$ cat src/rtl/div_pkg.sv
// rtl/div_pkg.sv - shared opcode/state enums, constants and opcode helpers for the divider controller
package div_pkg;

    typedef enum logic [2:0] {
        OP_DIV   = 3'b000,
        OP_REM   = 3'b001,
        OP_RSV2  = 3'b010,
        OP_RSV3  = 3'b011,
        OP_DIVW  = 3'b100,
        OP_DIVUW = 3'b101,
        OP_REMW  = 3'b110,
        OP_REMUW = 3'b111
    } div_op_e;

    typedef enum logic [1:0] {
        ST_IDLE   = 2'd0,
        ST_LAUNCH = 2'd1,
        ST_WAIT   = 2'd2,
        ST_RESP   = 2'd3
    } div_state_e;

    localparam logic [63:0] INT64_MIN = 64'h8000_0000_0000_0000;
    localparam logic [31:0] INT32_MIN = 32'h8000_0000;

    function automatic logic op_is_word(input logic [2:0] op);
        return op[2];
    endfunction

    // DIVW/REMW are the sign-extending word ops; DIVUW/REMUW zero-extend
    function automatic logic op_is_signed_word(input logic [2:0] op);
        return op[2] && !op[0];
    endfunction

    function automatic logic op_is_rem(input logic [2:0] op);
        return op[2] ? op[1] : op[0];
    endfunction

    function automatic logic op_is_reserved(input logic [2:0] op);
        return op[2:1] == 2'b01;
    endfunction

endpackage

$ cat src/rtl/div_fmt_64b.sv
// rtl/div_fmt_64b.sv - operand extension, special-case detection and result formatting
module div_fmt_64b
    import div_pkg::*;
(
    input  div_op_e     op,
    input  logic [63:0] a,
    input  logic [63:0] b,
    output logic [63:0] ext_a,
    output logic [63:0] ext_b,
    output logic        special,
    output logic [63:0] special_data,
    output logic        special_err,
    input  logic [63:0] core_quotient,
    input  logic [63:0] core_remainder,
    output logic [63:0] result_data
);

    logic        is_word;
    logic        is_signed_word;
    logic        is_rem;
    logic        is_rsv;
    logic        div_zero;
    logic        overflow;
    logic [63:0] a_sext;
    logic [63:0] sel;

    assign is_word        = op_is_word(op);
    assign is_signed_word = op_is_signed_word(op);
    assign is_rem         = op_is_rem(op);
    assign is_rsv         = op_is_reserved(op);
    assign a_sext         = {{32{a[31]}}, a[31:0]};

    always_comb begin
        ext_a = a;
        ext_b = b;
        if (is_word) begin
            ext_a = is_signed_word ? a_sext : {32'b0, a[31:0]};
            ext_b = is_signed_word ? {{32{b[31]}}, b[31:0]} : {32'b0, b[31:0]};
        end
    end

    assign div_zero = (ext_b == 64'd0);
    assign overflow = ((op == OP_DIV)  && (a == INT64_MIN) && (b == '1)) ||
                      ((op == OP_DIVW) && (a[31:0] == INT32_MIN) && (b[31:0] == '1));

    assign special     = is_rsv || div_zero || overflow;
    assign special_err = is_rsv;

    always_comb begin
        special_data = '0;
        if (is_rsv) begin
            special_data = '0;
        end else if (div_zero) begin
            special_data = is_rem ? (is_word ? a_sext : a) : '1;
        end else if (overflow) begin
            special_data = is_word ? {32'hFFFF_FFFF, INT32_MIN} : INT64_MIN;
        end
    end

    // Word results are always sign-extended from bit 31, unsigned ones included
    assign sel         = is_rem ? core_remainder : core_quotient;
    assign result_data = is_word ? {{32{sel[31]}}, sel[31:0]} : sel;

endmodule

$ cat src/rtl/div_ctl_64b.sv
// rtl/div_ctl_64b.sv - request/response controller wrapping an external iterative 64-bit divider
module div_ctl_64b
    import div_pkg::*;
(
    input  logic        clk_i,
    input  logic        rst_n_i,
    input  logic        in_valid_i,
    output logic        in_ready_o,
    input  logic [2:0]  op_i,
    input  logic [4:0]  tag_i,
    input  logic [63:0] a_i,
    input  logic [63:0] b_i,
    output logic        div_init_o,
    output logic [63:0] div_dividend_o,
    output logic [63:0] div_divisor_o,
    input  logic        div_done_i,
    input  logic [63:0] div_quotient_i,
    input  logic [63:0] div_remainder_i,
    output logic        out_valid_o,
    input  logic        out_ready_i,
    output logic [4:0]  out_tag_o,
    output logic [63:0] out_data_o,
    output logic        out_err_o
);

    div_state_e  state_q, state_d;
    div_op_e     op_q, op_sel;
    logic [4:0]  tag_q;
    logic [63:0] dividend_q, divisor_q, data_q;
    logic        err_q;
    logic        wait_first_q;
    logic        accept, capture;

    logic [63:0] fmt_ext_a, fmt_ext_b, fmt_special_data, fmt_result;
    logic        fmt_special, fmt_special_err;

    // In IDLE the formatter looks at the incoming request; afterwards at the held one
    assign op_sel  = (state_q == ST_IDLE) ? div_op_e'(op_i) : op_q;
    assign accept  = in_valid_i && (state_q == ST_IDLE);
    assign capture = (state_q == ST_WAIT) && !wait_first_q && div_done_i;

    div_fmt_64b u_fmt (
        .op             (op_sel),
        .a              (a_i),
        .b              (b_i),
        .ext_a          (fmt_ext_a),
        .ext_b          (fmt_ext_b),
        .special        (fmt_special),
        .special_data   (fmt_special_data),
        .special_err    (fmt_special_err),
        .core_quotient  (div_quotient_i),
        .core_remainder (div_remainder_i),
        .result_data    (fmt_result)
    );

    always_ff @(posedge clk_i or negedge rst_n_i) begin
        if (!rst_n_i) begin
            state_q <= ST_IDLE;
        end else begin
            state_q <= state_d;
        end
    end

    always_comb begin
        state_d = state_q;
        case (state_q)
            ST_IDLE:   if (in_valid_i) state_d = fmt_special ? ST_RESP : ST_LAUNCH;
            ST_LAUNCH: if (div_done_i) state_d = ST_WAIT;
            ST_WAIT:   if (capture)    state_d = ST_RESP;
            ST_RESP:   if (out_ready_i) state_d = ST_IDLE;
            default:   state_d = ST_IDLE;
        endcase
    end

    always_comb begin
        in_ready_o  = 1'b0;
        div_init_o  = 1'b0;
        out_valid_o = 1'b0;
        case (state_q)
            ST_IDLE:   in_ready_o  = 1'b1;
            ST_LAUNCH: div_init_o  = 1'b1;
            ST_RESP:   out_valid_o = 1'b1;
            default:   ;
        endcase
    end

    // The core may keep done high for a cycle after init, so done is not trusted on the first WAIT cycle
    always_ff @(posedge clk_i or negedge rst_n_i) begin
        if (!rst_n_i) begin
            op_q         <= OP_DIV;
            tag_q        <= '0;
            dividend_q   <= '0;
            divisor_q    <= '0;
            data_q       <= '0;
            err_q        <= 1'b0;
            wait_first_q <= 1'b0;
        end else begin
            wait_first_q <= (state_q == ST_LAUNCH) && div_done_i;
            if (accept) begin
                op_q       <= op_sel;
                tag_q      <= tag_i;
                dividend_q <= fmt_ext_a;
                divisor_q  <= fmt_ext_b;
                err_q      <= fmt_special_err;
                if (fmt_special) data_q <= fmt_special_data;
            end
            if (capture) begin
                data_q <= fmt_result;
                err_q  <= 1'b0;
            end
        end
    end

    assign div_dividend_o = dividend_q;
    assign div_divisor_o  = divisor_q;
    assign out_tag_o      = tag_q;
    assign out_data_o     = data_q;
    assign out_err_o      = err_q;

endmodule

$ cat config.mk
export PLATFORM = sky130hd
export DESIGN_NAME = div_ctl_64b
export DESIGN_NICKNAME = d
export VERILOG_FILES = /design/src/rtl/div_pkg.sv /design/src/rtl/div_fmt_64b.sv /design/src/rtl/div_ctl_64b.sv
export SDC_FILE = /design/constraint.sdc
export NUM_CORES = 1
export LEC_CHECK = 0
export ABC_AREA = 1
export CAP_MARGIN = 5
export CORE_AREA = 2 2 182 184
export DETAILED_ROUTE_END_ITERATION = 8
export DIE_AREA = 0 0 184 186
export DONT_BUFFER_PORTS = 1
export GPL_TIMING_DRIVEN = 0
export SETUP_SLACK_MARGIN = 0.2
export SYNTH_ARGS = -nofsm -noshare
export SYNTH_HDL_FRONTEND = slang
export SYNTH_SLANG_ARGS = --single-unit
$ cat constraint.sdc
create_clock -name clk_i -period 2.3 [get_ports clk_i]
set_input_delay 0.69 -clock clk_i [delete_from_list [all_inputs] [get_ports clk_i]]
set_output_delay 0.69 -clock clk_i [all_outputs]
set_load 0.1 [all_outputs]
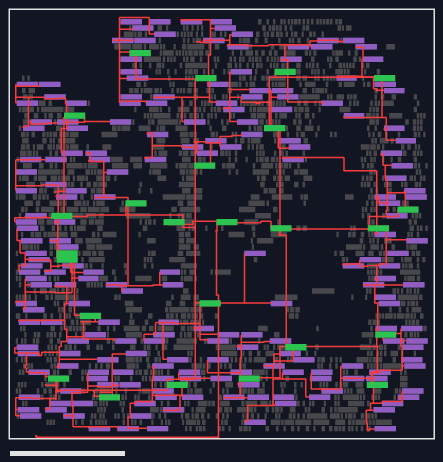
Figure 1: run 1, routed clock nets over the placement.
Bar = 50 um.
[purple] flip-flops | count: 204
[green] clock-net drivers | count: 25
[red] clock wires | length: 3190 um
routed clock nets	26
flops lie	widely spread

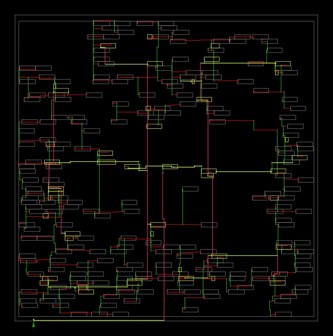
Figure 2: run 1, clock wiring as the flow saved it.
skew final: 22.56 ps
CLK BUF: 34

==> results.cfg, run 1 <==
; implementation run metrics
[outcome]
status = finished, violations left
violations = hold timing, setup timing

[setup_path]
crit_arrival_ps = 3300
critPathRequiredTime_ps = 2710
crit_family = simple AND/OR/NAND/NOR gates
worstSetupPathType = reg -> reg
r2r_start = state_q[1]
worst-path-stages = 21

[final_layout]
diodes = 0
fillCellCount = 3150
seq_cells = 204
largest_cell_class = logic gates
logic_gate_count = 1214

[sta]
slew_viol_final = 0
maxSlewHeadroom = 0.3587
timing.final.ws_setup_ps = -588.7
hold_viol = 204
whs_ps = -161.3
setup_viol = 119
rsz0062_at_grt = yes
period_needed_ps = 2889

[route]
wl_per_cell_um = 22.83
viasPerCell = 5.453
ant_nets = 0

[global_route]
grt_pass1_wl_um = 70060
grt_pass1_vias = 11230
grt_max_degree = 205

[logic_synthesis]
edf_count = 0
netlist_top_cells_count = 551 x nand2_1, 260 x nor2_1, 204 x dfrtp_1, 117 x o21ai_0, 89 x nand3_1
ys_cells = 1601
yosys-stat-area_um2 = 11190

[clock_network]
post_cts_resized = 344
numCtsBuffers = 25

[floorplan]
nWellTaps = 408
ios = 470

[placement]
place_area_um2 = 11750
place.gp.congestion = 0.9919
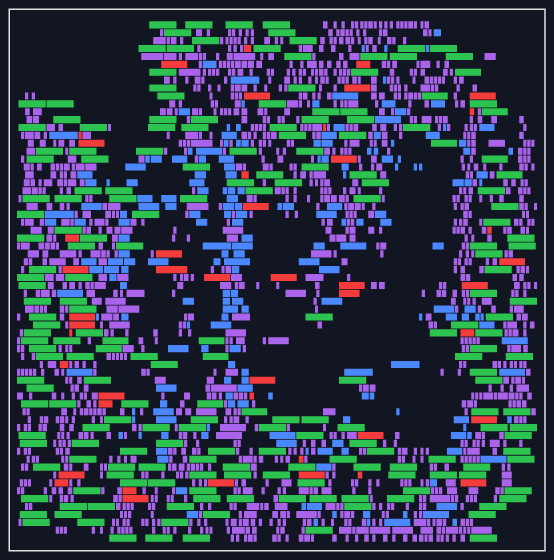
Figure 3: run 1, cell classes on the final placement.
color	class	cells
red	clock drivers and dummy loads	44
purple	remaining logic cells	1285
green	registers	204
blue	remaining buffers and delay cells	203
post-layout util: 0.4792
fin area: 15430 um2

[run 1: per-layer routing]
| metal | wire (um) | part of all wire | track usage | vias to the layer above |
|---|---|---|---|---|
| met4 | 1608 | 0.033 | 0.08224 | 0 |
| met1 | 19830 | 0.40 | 0.3469 | 5633 |
| met5 | 0 | 0 | 0 | - |
| met2 | 23230 | 0.47 | 0.4489 | 528 |
| met3 | 4291 | 0.088 | 0.07200 | 99 |
| li1 | - | - | - | 5431 |
[run 1: state kept, by name, summed over array words and instances, names as in the netlist]
register and count:
op_q 3, state_q 2, out_err_o 1, out_tag_o 5
out_data_o 64, div_dividend_o 64, wait_first_q 1, div_divisor_o 64
==> run 2, diff against run 1 <==
--- a/config.mk
+++ b/config.mk
@@ -13,2 +13,3 @@
 export DONT_BUFFER_PORTS = 1
+export GPL_ROUTABILITY_DRIVEN = 0
 export GPL_TIMING_DRIVEN = 0
--- a/constraint.sdc
+++ b/constraint.sdc
@@ -3,2 +3,2 @@
 set_output_delay 0.69 -clock clk_i [all_outputs]
-set_load 0.1 [all_outputs]
+set_load 0.05 [all_outputs]
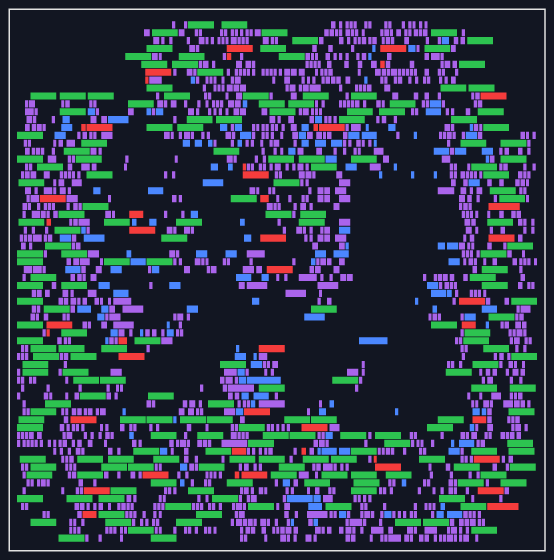
Figure 4: run 2, cell classes on the final placement.
Row Count: 66
area of the core: 32210 um2
fin area: 13760 um2
Seq/total area: 0.3710
post-layout util: 0.4273

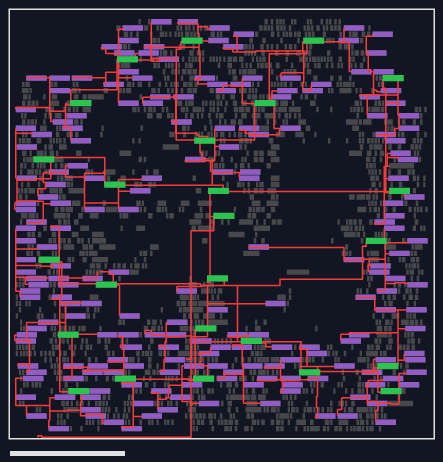
Figure 5: run 2, routed clock nets over the placement.
Bar = 50 um.
clk_lat worst skew: 550 ps
skew final: 18.14 ps

==> run 2 against run 1 <==
  * Highest routed layer unchanged
  * Design area decreased by 11%
  * Cell count shrank 2.7%
  * The run still ends with hold timing, setup timing left
  * Synthesized cell count stayed put
  * Global-route usage is 0.51 points lower
==> results.cfg, run 2 <==
; implementation run metrics
[sta]
rsz0062_at_grt = yes
whs_ps = -151.1
setup_viol = 65
timing.final.ws_setup_ps = -394.0
hold_viol = 204
maxSlewHeadroom = 0.5833
slew_viol_final = 0
period_needed_ps = 2694

[final_layout]
fillCellCount = 3348
lay_top_cells = 508 x nand2_1, 257 x nor2_1, 204 x dfrtp_1
largest_cell_class = logic gates
seq_cells = 204
logic_gate_count = 1215
diodes = 0
layout_top_cell = nand2_1
clock_buffers = 34
clk_share = 0.05974
comb_share = 0.4184
ff_latch_area_um2 = 5105

[logic_synthesis]
netlist_top_cells_count = 551 x nand2_1, 260 x nor2_1, 204 x dfrtp_1, 117 x o21ai_0, 89 x nand3_1
ys_cells = 1601
top_area_frac = 0.4563
ys_ff = 204
yosys-stat-area_um2 = 11190
edf_count = 0

[floorplan]
nWellTaps = 408
die_w_um = 184
fp_util = 0.3474
ios = 470

[outcome]
status = finished, violations left
violations = hold timing, setup timing

[clock_network]
post_cts_resized = 203
clock-sinks = 204
numCtsBuffers = 25
cts_tree = yes

[setup_path]
r2r_start = state_q[1]
worstSetupPathType = reg -> reg
endpoint_kind = flip-flop
crit_family = simple AND/OR/NAND/NOR gates
critPathRequiredTime_ps = 2780
crit_arrival_ps = 3170
worst-path-stages = 19
critPathLaunch = state_q[1]
reg2reg_slack_ps = -390

[global_route]
top_usage_layer = met2
grt_max_degree = 205
grt_antenna_before_repair = 0
gr-usage-met1 = 0.3367
grt_use_met3 = 0.07494
grt_pass1_vias = 11040
grt_pass1_wl_um = 68770
grtUsageMet2 = 0.4423

[route]
viasPerCell = 5.448
drt-met1-wl_um = 19000
wl_per_cell_um = 22.59
dr_wl_met2_um = 22290
top_layer = met4
wl_met3_um = 4386
vias = 11370
ant_nets = 0

[placement]
place_area_um2 = 11740

[flow_run]
cap_violations = 0
openroad.warnings = 36
==> run 2: netlist changes by cell type in the layout (fill, tap and decap cells not counted), moves of 13 or more <==
cell / before / now
nand3_2: 32 / 11
buf_12: 17 / 4
buf_6: 45 / 30
a21oi_1: 11 / 27
dfrtp_2: 192 / 0
dfrtp_1: 12 / 204
nand3_1: 57 / 78
a21oi_2: 18 / 4
==> run 2: per-stage QoR <==
step	utilization	setup slack, ps
finish	0.4273	-394.0
global route	0.4273	-524.0
CTS	0.4185	-389.6
detailed placement	0.3645	-1064
global placement	0.3645	-1005
floorplan	-	-61.13
==> run 2: kinds of logic after synthesis <==
group / share of synthesized area
AND-OR/OR-AND: 0.1148
flip-flops: 0.4563
AND/OR/NAND/NOR: 0.3541
adder cells (fa/ha/maj): 0.004474
buffers and inverters: 0.07035
